Cell classes on the final placement:
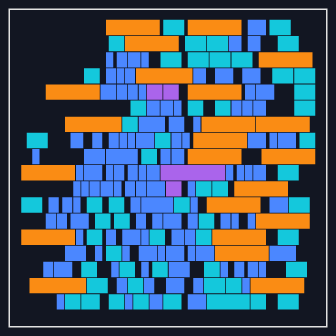
Sequential cells grouped by signal name:
Other sequential cells in the stronger gray, the rest of the logic in the fainter gray.
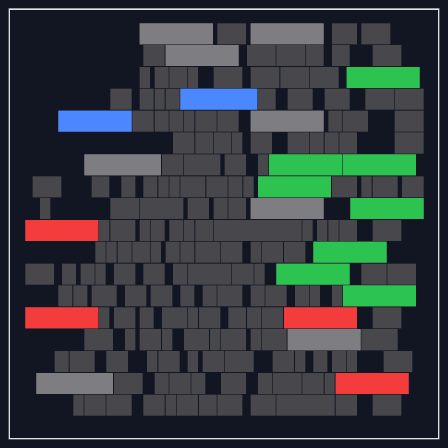
**config.mk**
```make
export PLATFORM = sky130hd
export DESIGN_NAME = aiken2421_rx
export DESIGN_NICKNAME = d
export VERILOG_FILES = /design/src/rtl/aiken2421_pkg.sv /design/src/rtl/aiken2421_decode.sv /design/src/rtl/aiken2421_rx.sv
export SDC_FILE = /design/constraint.sdc
export NUM_CORES = 1
export LEC_CHECK = 0
export CAP_MARGIN = 20
export CORE_MARGIN = 1.5
export CORE_UTILIZATION = 50
export DETAILED_ROUTE_END_ITERATION = 12
export HOLD_SLACK_MARGIN = 0.02
export PLACE_DENSITY = 0.81
export SLEW_MARGIN = 20
export SYNTH_ARGS = -nofsm -noshare
export SYNTH_HDL_FRONTEND = slang
export SYNTH_SLANG_ARGS = --single-unit
```
**constraint.sdc**
```tcl
create_clock -name clk -period 1.8 [get_ports clk]
set_input_delay 0.18 -clock clk [delete_from_list [all_inputs] [get_ports clk]]
set_output_delay 0.18 -clock clk [all_outputs]
set_load 0.02 [all_outputs]
```
**src/rtl/aiken2421_pkg.sv**
```systemverilog
// Shared types and constants for the 2421 (Aiken) digit receiver.
package aiken2421_pkg;

  // Sequence-checker states: searching, regaining lock, locked.
  typedef enum logic [1:0] {
    HUNT = 2'd0,
    SLIP = 2'd1,
    LOCK = 2'd2
  } state_e;

  // 2421 code words for decimal digits 0..9.
  localparam logic [3:0] C2421_0 = 4'b0000;
  localparam logic [3:0] C2421_1 = 4'b0001;
  localparam logic [3:0] C2421_2 = 4'b0010;
  localparam logic [3:0] C2421_3 = 4'b0011;
  localparam logic [3:0] C2421_4 = 4'b0100;
  localparam logic [3:0] C2421_5 = 4'b1011;
  localparam logic [3:0] C2421_6 = 4'b1100;
  localparam logic [3:0] C2421_7 = 4'b1101;
  localparam logic [3:0] C2421_8 = 4'b1110;
  localparam logic [3:0] C2421_9 = 4'b1111;

  // Successor digit in a 0..9 counting stream; 9 wraps to 0.
  function automatic logic [3:0] next_digit(input logic [3:0] d);
    return (d == 4'd9) ? 4'd0 : d + 4'd1;
  endfunction

endpackage

```
**src/rtl/aiken2421_decode.sv**
```systemverilog
// Combinational 2421 -> BCD decoder with illegal-code detection.
module aiken2421_decode
  import aiken2421_pkg::*;
(
  input  logic [3:0] code_i,
  output logic       legal_o,
  output logic [3:0] bcd_o
);

  // Map each legal code word to its digit; 0101..1010 flag as illegal.
  always_comb begin
    // NOTE: every output gets a default before the case so no path leaves
    // it unassigned; a missing default here would infer a latch.
    legal_o = 1'b1;
    bcd_o   = 4'd0;
    unique case (code_i)
      C2421_0: bcd_o = 4'd0;
      C2421_1: bcd_o = 4'd1;
      C2421_2: bcd_o = 4'd2;
      C2421_3: bcd_o = 4'd3;
      C2421_4: bcd_o = 4'd4;
      C2421_5: bcd_o = 4'd5;
      C2421_6: bcd_o = 4'd6;
      C2421_7: bcd_o = 4'd7;
      C2421_8: bcd_o = 4'd8;
      C2421_9: bcd_o = 4'd9;
      default: legal_o = 1'b0;
    endcase
  end

endmodule

```
**src/rtl/aiken2421_rx.sv**
```systemverilog
// Receive end of the BCD->2421 link: decodes a handshaked stream of 2421
// codes to BCD, flags illegal codes and checks the stream counts 0..9.
module aiken2421_rx
  import aiken2421_pkg::*;
#(
  parameter int CNT_W    = 8,
  parameter int RESYNC_N = 2
) (
  input  logic             clk,
  input  logic             rst_n,
  input  logic [3:0]       in_code,
  input  logic             in_valid,
  output logic             in_ready,
  output logic [3:0]       bcd_out,
  output logic             out_valid,
  input  logic             out_ready,
  output logic             code_err,
  output logic             seq_err,
  output logic             locked,
  output logic [CNT_W-1:0] digit_cnt
);

  localparam int GOOD_W = $clog2(RESYNC_N + 1);
  localparam logic [GOOD_W-1:0] GOOD_ONE = GOOD_W'(1);
  localparam logic [GOOD_W-1:0] GOOD_TGT = GOOD_W'(RESYNC_N);

  logic             dec_legal;
  logic [3:0]       dec_bcd;
  logic             accept;

  logic [3:0]       bcd_q, bcd_d;
  logic             out_valid_q, out_valid_d;
  logic             code_err_q, code_err_d;
  logic             seq_err_q, seq_err_d;
  logic [CNT_W-1:0] cnt_q, cnt_d;
  state_e           state_q, state_d;
  logic [3:0]       exp_q, exp_d;
  logic [GOOD_W-1:0] good_q, good_d;
  logic [GOOD_W-1:0] good_inc;

  aiken2421_decode u_decode (
    .code_i  (in_code),
    .legal_o (dec_legal),
    .bcd_o   (dec_bcd)
  );

  // Single output register: accept whenever it is empty or draining this cycle.
  assign in_ready = ~out_valid_q | out_ready;
  assign accept   = in_valid & in_ready;

  // Output register, error pulse and digit counter next-state.
  always_comb begin
    bcd_d       = bcd_q;
    out_valid_d = out_valid_q;
    cnt_d       = cnt_q;
    code_err_d  = accept & ~dec_legal;
    if (accept && dec_legal) begin
      bcd_d       = dec_bcd;
      out_valid_d = 1'b1;
      cnt_d       = cnt_q + CNT_W'(1);
    end else if (out_ready) begin
      out_valid_d = 1'b0;
    end
  end

  // Sequence checker next-state: tracks expected digit and in-sequence run.
  always_comb begin
    state_d   = state_q;
    exp_d     = exp_q;
    good_d    = good_q;
    seq_err_d = 1'b0;
    good_inc  = good_q + GOOD_ONE;
    if (accept) begin
      if (!dec_legal) begin
        state_d = HUNT;
        good_d  = '0;
      end else begin
        exp_d = next_digit(dec_bcd);
        unique case (state_q)
          HUNT: begin
            good_d  = GOOD_ONE;
            state_d = (GOOD_ONE >= GOOD_TGT) ? LOCK : SLIP;
          end
          SLIP: begin
            good_d  = (dec_bcd == exp_q) ? good_inc : GOOD_ONE;
            state_d = (good_d >= GOOD_TGT) ? LOCK : SLIP;
          end
          LOCK: begin
            if (dec_bcd != exp_q) begin
              seq_err_d = 1'b1;
              good_d    = GOOD_ONE;
              state_d   = (GOOD_ONE >= GOOD_TGT) ? LOCK : SLIP;
            end
          end
          default: begin
            state_d = HUNT;
            good_d  = '0;
          end
        endcase
      end
    end
  end

  // All state registers; reset discards any pending output immediately.
  always_ff @(posedge clk or negedge rst_n) begin
    if (!rst_n) begin
      bcd_q       <= 4'd0;
      out_valid_q <= 1'b0;
      code_err_q  <= 1'b0;
      seq_err_q   <= 1'b0;
      cnt_q       <= '0;
      state_q     <= HUNT;
      exp_q       <= 4'd0;
      good_q      <= '0;
    end else begin
      // NOTE: non-blocking assignments so every register samples the
      // pre-edge values, independent of statement order.
      bcd_q       <= bcd_d;
      out_valid_q <= out_valid_d;
      code_err_q  <= code_err_d;
      seq_err_q   <= seq_err_d;
      cnt_q       <= cnt_d;
      state_q     <= state_d;
      exp_q       <= exp_d;
      good_q      <= good_d;
    end
  end

  assign bcd_out   = bcd_q;
  assign out_valid = out_valid_q;
  assign code_err  = code_err_q;
  assign seq_err   = seq_err_q;
  assign locked    = (state_q == LOCK);
  assign digit_cnt = cnt_q;

endmodule
```
==> flow_summary_export.csv <==
group,metric,value,unit
cts,clock-sinks,22,
placed_design,postPlaceCellArea,1740,µm²
placed_design,dp.cells,221,
floorplan,fp_util,0.520,
final_layout,layout_top_cells,"31 x buf_4, 22 x clkdlybuf4s50_1, 20 x nand2_1",
synth,synth_cell_types,34,
synth,postSynthCellCount,146,
final_layout,finalNetCount,206,
power_and_ir_drop,fin_total_pwr,1.84,mW
cts,path_clk_slew,0.13,ns
global_route,grt.total_usage,0.264,
routing,postRouteAntennaNets,0,
synth,yosysWarnings,0,
critical_path,worst_ep_required_time,1.62,ns
synth,ys_seq_share,0.436,
critical_path,r2r_end,"state_q[1]$_DFFE_PN0P_",
critical_path,path_class,"reg -> out",
critical_path,path_max_fanout,6,
final_layout,diodes,0,
timing,relSlewSlack,0.781,
status,outcome,"completed",
global_route,grt_pass1_wl,5550,µm
power_and_ir_drop,p_leak,0.805,nW
synth,fp_nets,155,
synth,yosys-stat-area,1260,µm²
cts,htreeDepth,1,
critical_path,end_kind,"primary output",
placed_design,gp_congestion,0.843,
routing,drc,0,
timing,drv_slew,0,
critical_path,cpMaxStageDelayCell,"clkdlybuf4s50_1",
power_and_ir_drop,p_per_area,1020,nW/µm²
critical_path,critPathMaxStageDelay,0.62,ns
placed_design,port_buffers,24,
final_layout,final_layout_size_suffix_gt1_frac,0.224,
timing,final-setup-viol-count,0,
placed_design,place_ws,-0.425,ns
routing,wl,3390,µm
critical_path,startpoint_type,"flop",
timing,period_minus_slack,1.76,ns
timing,holdWs,0.223,ns
synth,edf_count,0,
critical_path,reg2reg_depth,6,
routing,wl_per_cell,15.0,µm
critical_path,path_buffers,1,
flow_run,log.warning_count,27,
synth,ys_cells,146,
cts,cts_hold_buf,0,
synth,numSynthFlops,22,
final_layout,combGateArea,648,µm²
cts,cts_buffers,3,
synth,avgSynthCellArea,8.66,µm²
cts,cts_root_buffer,"clkbuf_4",
timing,period_used_share,0.977,
critical_path,r2r-start,"exp_q[1]$_DFFE_PN0P_",
global_route,antenna_found_initial,0,
final_layout,area.growth.synth_to_final,42.6,%
global_route,grt_pass1_vias,1235,
floorplan,core,2430,µm²
synth,async_reset_ff_frac,1.00,
floorplan,die_width,53.3,µm
routing,routed_via_density,5.69,
synth,synthFlopType,"dfrtp_1",
global_route,grt_max_degree,23,
timing,hold_viol,0,
timing,rsz0062_at_grt,"yes",
cts,clock_latency,0.31,ns
flow_run,cap_viol_max_count,0,
routing,dr_total_vias,1286,
placed_design,hpwl,2490,µm
routing,first_iter_violations,58,
min_path,hold_class,"in -> async",
timing,setup_slack,0.0410,ns
critical_path,crit_chain,"nor2b_1, clkdlybuf4s50_1",
timing,max_freq,0.569,GHz
floorplan,chipArea,2840,µm²
floorplan,pin_count,25,
floorplan,row_count,18,
synth,syn-cell-area,1260,µm²
critical_path,crit_arrival,1.58,ns
timing,worstMarginPinSlew,0.328,ns
final_layout,fillCellCount,168,
power_and_ir_drop,ir_worst_vdd,680,µV
Notes on 'cell classes on the final placement' above:
- cyan: other buffers and delay cells (cells 56)
- blue: all other logic (cells 114)
- purple: clock drivers and dummy loads (cells 4)
- orange: flip-flops (cells 22)

Notes on 'sequential cells grouped by signal name' above:
- red: bcd_out (placed flops 4)
- green: digit_cnt (placed flops 8; where middle right)
- blue: state_q (placed flops 2)

## registers in the layout, indices dropped and copies added, names as in the netlist
name       count
code_err       1
out_valid      1
state_q        2
seq_err        1
exp_q          4
bcd_out        4
good_q         1
digit_cnt      8
## cells in the mapped netlist (all sizes together) (2+ instances only)
master / number / area (µm²)
a211o: 3 / 26.3
a21oi: 16 / 80.1
a31oi: 2 / 12.5
and2: 2 / 12.5
and3: 3 / 18.8
buf: 5 / 32.5
clkbuf: 5 / 18.8
dfrtp: 22 / 551
inv: 5 / 18.8
nand2: 20 / 75.1
nand2b: 3 / 18.8
nand3: 6 / 30.0
nand4: 2 / 12.5
nor2: 13 / 48.8
nor2b: 2 / 12.5
nor3: 4 / 20.0
o21ai: 9 / 45.0
xnor2: 8 / 70.1
xor2: 2 / 17.5
## cells by family (layout without fill, tap and decap cells)
kind of cell,after synthesis,after routing,synth area share
and+or+nand+nor,57,57,0.213
AOI/OAI and AO/OA,41,41,0.217
DFF,22,22,0.436
buffers and inverters,15,65,0.0554
xor gates and xnor gates,10,10,0.0693
adders and majority gates,1,1,0.00990
## stage by stage
stage | setup TNS [ns] | util
after floorplan | 0 | -
after global placement | -3.59 | 0.713
after detailed placement | -4.86 | 0.713
after CTS | 0 | 0.738
after global routing | -0.00176 | 0.741
final | 0 | 0.741
## how the worst max path moves through the flow
stage	end	startpoint	cells past startpoint	slack, ns
floorplan	bcd_out[2]$_DFFE_PN0P_	out_valid$_DFFE_PN0P_	7	0.01
global placement	good_q[0]$_DFFE_PN0P_	in_code[2]	7	-0.34
detailed placement	state_q[0]$_DFFE_PN0P_	in_code[2]	7	-0.43
CTS	locked	state_q[1]$_DFFE_PN0P_	2	0.005
global route	state_q[1]$_DFFE_PN0P_	exp_q[1]$_DFFE_PN0P_	6	-0.002
finish	locked	state_q[0]$_DFFE_PN0P_	2	0.04
## routing by layer
layer,vias to the layer above,share of wire,global-route usage
li1,618,-,-
met1,609,0.41,0.323
met2,55,0.54,0.494
met3,4,0.049,0.0254
met4,0,0.0056,0.0513
met5,-,0,0
## power by group
part | leakage (nW) | switching (mW) | internal [mW]
Clock | 0.0279 | 0.159 | 0.225
Sequential | 0.277 | 0.145 | 0.606
Combinational | 0.500 | 0.352 | 0.354
Total | 0.805 | 0.656 | 1.18
## worst reg2reg max path: stages (launching register included)
cell	delay [ns]
dfrtp_2	0.48
o21ai_2	0.14
a21oi_1	0.06
a211o_1	0.28
a211o_1	0.34
nor4_2	0.27
a211o_1	0.13
## cell type report
cell class	instances	share of cell area
clock inverter	1	0.0167
timing repair buffer	56	0.272
clock buffer	3	0.0125
sequential	22	0.308
inverter	5	0.0104
multi-input combinational	109	0.360
tap	30	0.0208
## repair_timing
action,in CTS,in global routing
pin swaps,2,3
buffers inserted,1,0
endpoints found under the setup margin,6,4
hold endpoints to repair,0,0
gates resized,4,5
Power is estimated from default activity; no workload was simulated.
